<file path="config.mk">
export PLATFORM = sky130hd
export DESIGN_NAME = aes_mixcolumns_iter
export DESIGN_NICKNAME = d
export VERILOG_FILES = /design/src/rtl/aes_mixcolumns_iter.sv
export SDC_FILE = /design/constraint.sdc
export NUM_CORES = 1
export LEC_CHECK = 0
export CAP_MARGIN = 10
export CORE_ASPECT_RATIO = 0.9
export CORE_MARGIN = 4
export CORE_UTILIZATION = 46
export DETAILED_ROUTE_END_ITERATION = 12
export PLACE_DENSITY = 0.86
export SLEW_MARGIN = 25
export SYNTH_ARGS = -nofsm -noshare
export SYNTH_HDL_FRONTEND = slang
export SYNTH_SLANG_ARGS = --single-unit
export TNS_END_PERCENT = 20
</file>
<file path="constraint.sdc">
create_clock -name clk -period 3.23 [get_ports clk]
set_clock_uncertainty 0.15 [all_clocks]
set_input_delay 0.4845 -clock clk [delete_from_list [all_inputs] [get_ports clk]]
set_output_delay 0.4845 -clock clk [all_outputs]
set_load 0.05 [all_outputs]
</file>
<file path="src/rtl/aes_mixcolumns_iter.sv">
// Iterative AES MixColumns / InvMixColumns over a 128-bit state, COLS_PER_CYCLE columns per busy cycle.
// Optional inverse transform enabled by defining AES_INV_MIXCOLUMNS_EN.
module aes_mixcolumns_iter #(
  parameter int unsigned COLS_PER_CYCLE = 1
) (
  input  logic         clk,
  input  logic         rst,
  input  logic         in_valid,
  output logic         in_ready,
  input  logic [127:0] in_state,
  input  logic         in_inv,
  output logic         out_valid,
  input  logic         out_ready,
  output logic [127:0] out_state
);

  localparam int unsigned STATE_W = 128;
  localparam int unsigned COL_W   = 32;
  localparam int unsigned IDX_W   = 2;
  localparam int          N_LANES = int'(COLS_PER_CYCLE);

  if (!(COLS_PER_CYCLE == 1 || COLS_PER_CYCLE == 2 || COLS_PER_CYCLE == 4)) begin : g_bad_cols
    $error("aes_mixcolumns_iter: COLS_PER_CYCLE must be 1, 2 or 4");
  end

  typedef enum logic [1:0] {
    IDLE = 2'd0,
    BUSY = 2'd1,
    DONE = 2'd2
  } fsm_t;

  fsm_t               r_fsm;
  logic [STATE_W-1:0] r_state;
  logic [IDX_W-1:0]   r_idx;
  logic               r_out_valid;
  logic [STATE_W-1:0] w_next_state;
  logic               w_last;

  // Multiply by x in GF(2^8) modulo 0x11b
  function automatic logic [7:0] xt(input logic [7:0] b);
    return {b[6:0], 1'b0} ^ (8'h1b & {8{b[7]}});
  endfunction

  function automatic logic [COL_W-1:0] mix_fwd(input logic [COL_W-1:0] col);
    logic [7:0] a0, a1, a2, a3;
    logic [7:0] d0, d1, d2, d3;
    a0 = col[31:24]; a1 = col[23:16]; a2 = col[15:8]; a3 = col[7:0];
    d0 = xt(a0); d1 = xt(a1); d2 = xt(a2); d3 = xt(a3);
    return {d0 ^ d1 ^ a1 ^ a2 ^ a3,
            a0 ^ d1 ^ d2 ^ a2 ^ a3,
            a0 ^ a1 ^ d2 ^ d3 ^ a3,
            d0 ^ a0 ^ a1 ^ a2 ^ d3};
  endfunction

`ifdef AES_INV_MIXCOLUMNS_EN
  logic r_inv;

  // Coefficients 0e/0b/0d/09 built from x, x^2, x^3 multiples of each byte
  function automatic logic [COL_W-1:0] mix_inv(input logic [COL_W-1:0] col);
    logic [7:0] a [4];
    logic [7:0] m9 [4];
    logic [7:0] mb [4];
    logic [7:0] md [4];
    logic [7:0] me [4];
    logic [7:0] x2, x4, x8;
    a[0] = col[31:24]; a[1] = col[23:16]; a[2] = col[15:8]; a[3] = col[7:0];
    for (int i = 0; i < 4; i++) begin
      x2    = xt(a[i]);
      x4    = xt(x2);
      x8    = xt(x4);
      m9[i] = x8 ^ a[i];
      mb[i] = x8 ^ x2 ^ a[i];
      md[i] = x8 ^ x4 ^ a[i];
      me[i] = x8 ^ x4 ^ x2;
    end
    return {me[0] ^ mb[1] ^ md[2] ^ m9[3],
            m9[0] ^ me[1] ^ mb[2] ^ md[3],
            md[0] ^ m9[1] ^ me[2] ^ mb[3],
            mb[0] ^ md[1] ^ m9[2] ^ me[3]};
  endfunction
`else
  logic w_unused_inv;
  assign w_unused_inv = in_inv;
`endif

  // Rewrite the lanes starting at the current column index, leave the rest untouched
  always_comb begin
    w_next_state = r_state;
    for (int k = 0; k < N_LANES; k++) begin
`ifdef AES_INV_MIXCOLUMNS_EN
      w_next_state[127 - 32*(int'(r_idx) + k) -: 32] = r_inv ?
          mix_inv(r_state[127 - 32*(int'(r_idx) + k) -: 32]) :
          mix_fwd(r_state[127 - 32*(int'(r_idx) + k) -: 32]);
`else
      w_next_state[127 - 32*(int'(r_idx) + k) -: 32] =
          mix_fwd(r_state[127 - 32*(int'(r_idx) + k) -: 32]);
`endif
    end
  end

  assign w_last = (r_idx == IDX_W'(4 - COLS_PER_CYCLE));

  // DONE lets a new state in on the same edge the result is retired
  assign in_ready  = (r_fsm == IDLE) || ((r_fsm == DONE) && out_ready);
  assign out_valid = r_out_valid;
  assign out_state = r_state;

  always_ff @(posedge clk) begin
    if (rst) begin
      r_fsm       <= IDLE;
      r_state     <= '0;
      r_idx       <= '0;
      r_out_valid <= 1'b0;
`ifdef AES_INV_MIXCOLUMNS_EN
      r_inv       <= 1'b0;
`endif
    end else begin
      case (r_fsm)
        IDLE: begin
          if (in_valid) begin
            r_state <= in_state;
            r_idx   <= '0;
`ifdef AES_INV_MIXCOLUMNS_EN
            r_inv   <= in_inv;
`endif
            r_fsm   <= BUSY;
          end
        end
        BUSY: begin
          r_state <= w_next_state;
          r_idx   <= r_idx + IDX_W'(COLS_PER_CYCLE);
          if (w_last) begin
            r_fsm       <= DONE;
            r_out_valid <= 1'b1;
          end
        end
        DONE: begin
          if (out_ready) begin
            r_out_valid <= 1'b0;
            if (in_valid) begin
              r_state <= in_state;
              r_idx   <= '0;
`ifdef AES_INV_MIXCOLUMNS_EN
              r_inv   <= in_inv;
`endif
              r_fsm   <= BUSY;
            end else begin
              r_fsm <= IDLE;
            end
          end
        end
        default: begin
          r_fsm       <= IDLE;
          r_out_valid <= 1'b0;
        end
      endcase
    end
  end

endmodule

</file>
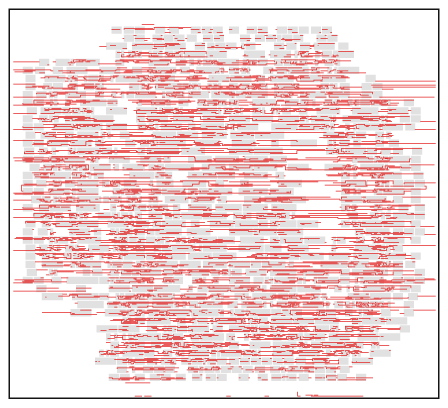
Fig. 1. Met1 routing.
Cells faint in the background.
main direction: horizontal
nets with wire on the layer: 1002

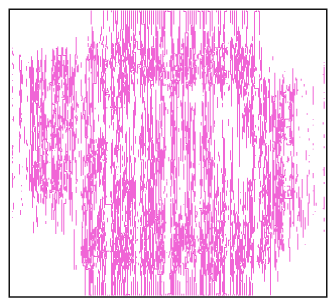
Fig. 2. The metal 2 layer.
main direction: vertical
wire length on this layer: 14300 µm
share of all routed wire: 48%
longest straight run: 58.3 µm
nets with wire on the layer: 970

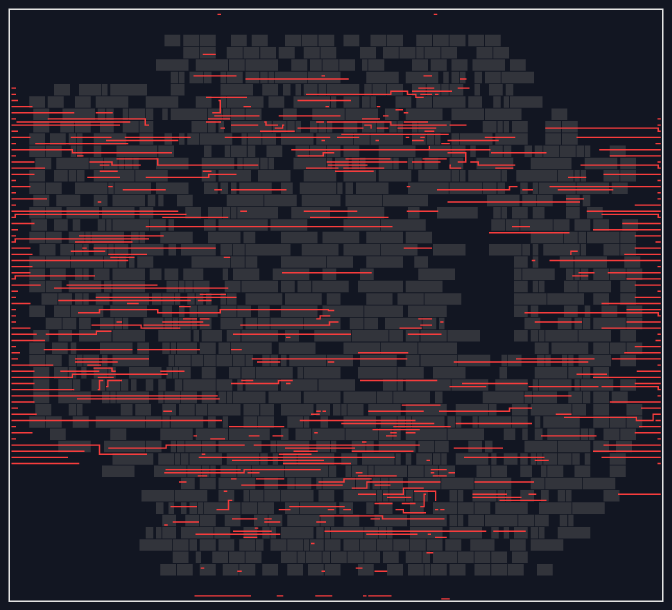
Fig. 3. Metal 3.
Cells faint in the background.
main direction: horizontal
wire length on this layer: 3500 µm
longest straight run: 54.3 µm
nets with wire on the layer: 258

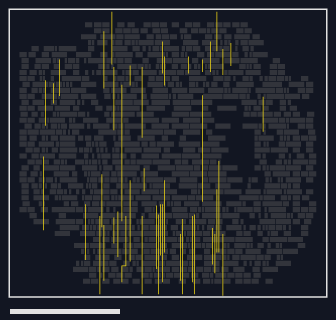
Fig. 4. Signal wires on met4.
Scale bar: 50 µm. Cells faint in the background.
share of all routed wire: 3.6%
main direction: vertical
nets with wire on the layer: 40
wire length on this layer: 1080 µm

==> job_summary.md <==
## PnR job results

| Metric | Value |
|---|---|
| Net Count, Synth | 879 |
| Wire length on met3 | 3498 µm |
| Capture point of the worst reg-to-reg path | out_state[92] |
| Total negative slack for setup checks | 0 ns |
| Final std cell area, no fill | 11170 µm² |
| Global routing usage on met3 | 0.07933 |
| Clock buffer count | 24 |
| Detailed Routing Iterations Pass 1 | 6 |
| Final hold violation count | 0 |
| Count of flip-flops and latches | 133 |
| Leakage power of the design | 4.300 nW |
| Placement row count | 44 |
| Largest cells by area after synthesis | dfxtp_1, a221oi_1, xnor3_1 |
| Post-route clock period utilization | 0.9579 |
| Core utilization of the finished layout | 0.6875 |
| Slowest cell on the critical path | dfxtp_2 |
| Post-synthesis xor/xnor area fraction | 0.1790 |
| Synth Area in Simple Gates | 0.1591 |
| Type of the worst setup path | register to register |
| Post-synthesis cell type with the largest instance count | dfxtp_1 |
| Critical Path, Cell by Cell | buf_4 -> mux4_2 -> xnor2_2 -> xnor3_1 -> a221oi_1 -> nor3_1 |
| Compound-Gate Fraction of Synth Area | 0.1630 |
| Seq pwr | 2.01 mW |
| Sequential fraction of the synthesis area | 0.3471 |
| Group drawing the most power | combinational logic |
| Maximum cell stage delay along the critical path | 0.85 ns |
| Outcome | complete, no violations |
| Vias per inst | 6.571 |
| Power share of the combinational group | 0.499 |
| Count of clock tree sinks | 133 |
| Cell area reported after detailed placement | 10570 µm² |
| Clock Power Share | 0.244 |
| Arithmetic-cell share of the synthesized area counting full adders, half adders and majority gates | 0.006525 |
| Gr busiest metal | met2 |
| Number of tap cells added at floorplan | 207 |
| Combinational gate area | 4708 µm² |
## cells in the final DEF, fill, tap and decap left out, types with 2 or more instances in the layout
master           instances
clkinv_2                 2
clkbuf_8                 2
buf_4                   21
xnor2_1                  5
o21ai_2                  3
mux4_1                   2
nor3_2                   2
xor2_2                   3
nor3_1                 128
a221oi_2                 7
clkbuf_16               17
clkinvlp_4               4
a221oi_1               121
clkdlybuf4s50_1        260
mux4_2                  30
nand3_1                  2
bufinv_16                2
xnor3_1                 38
xor3_1                   5
buf_12                   8
inv_1                    3
nor2_1                 129
dfxtp_1                131
a21oi_1                  6
xnor2_4                  5
ha_1                     4
clkbuf_1                 5
o21a_1                   4
nand2_1                 10
xor2_1                   9
xnor2_2                  4
mux2i_1                  4
No activity file was given, so power comes from the tool's default toggle rates.
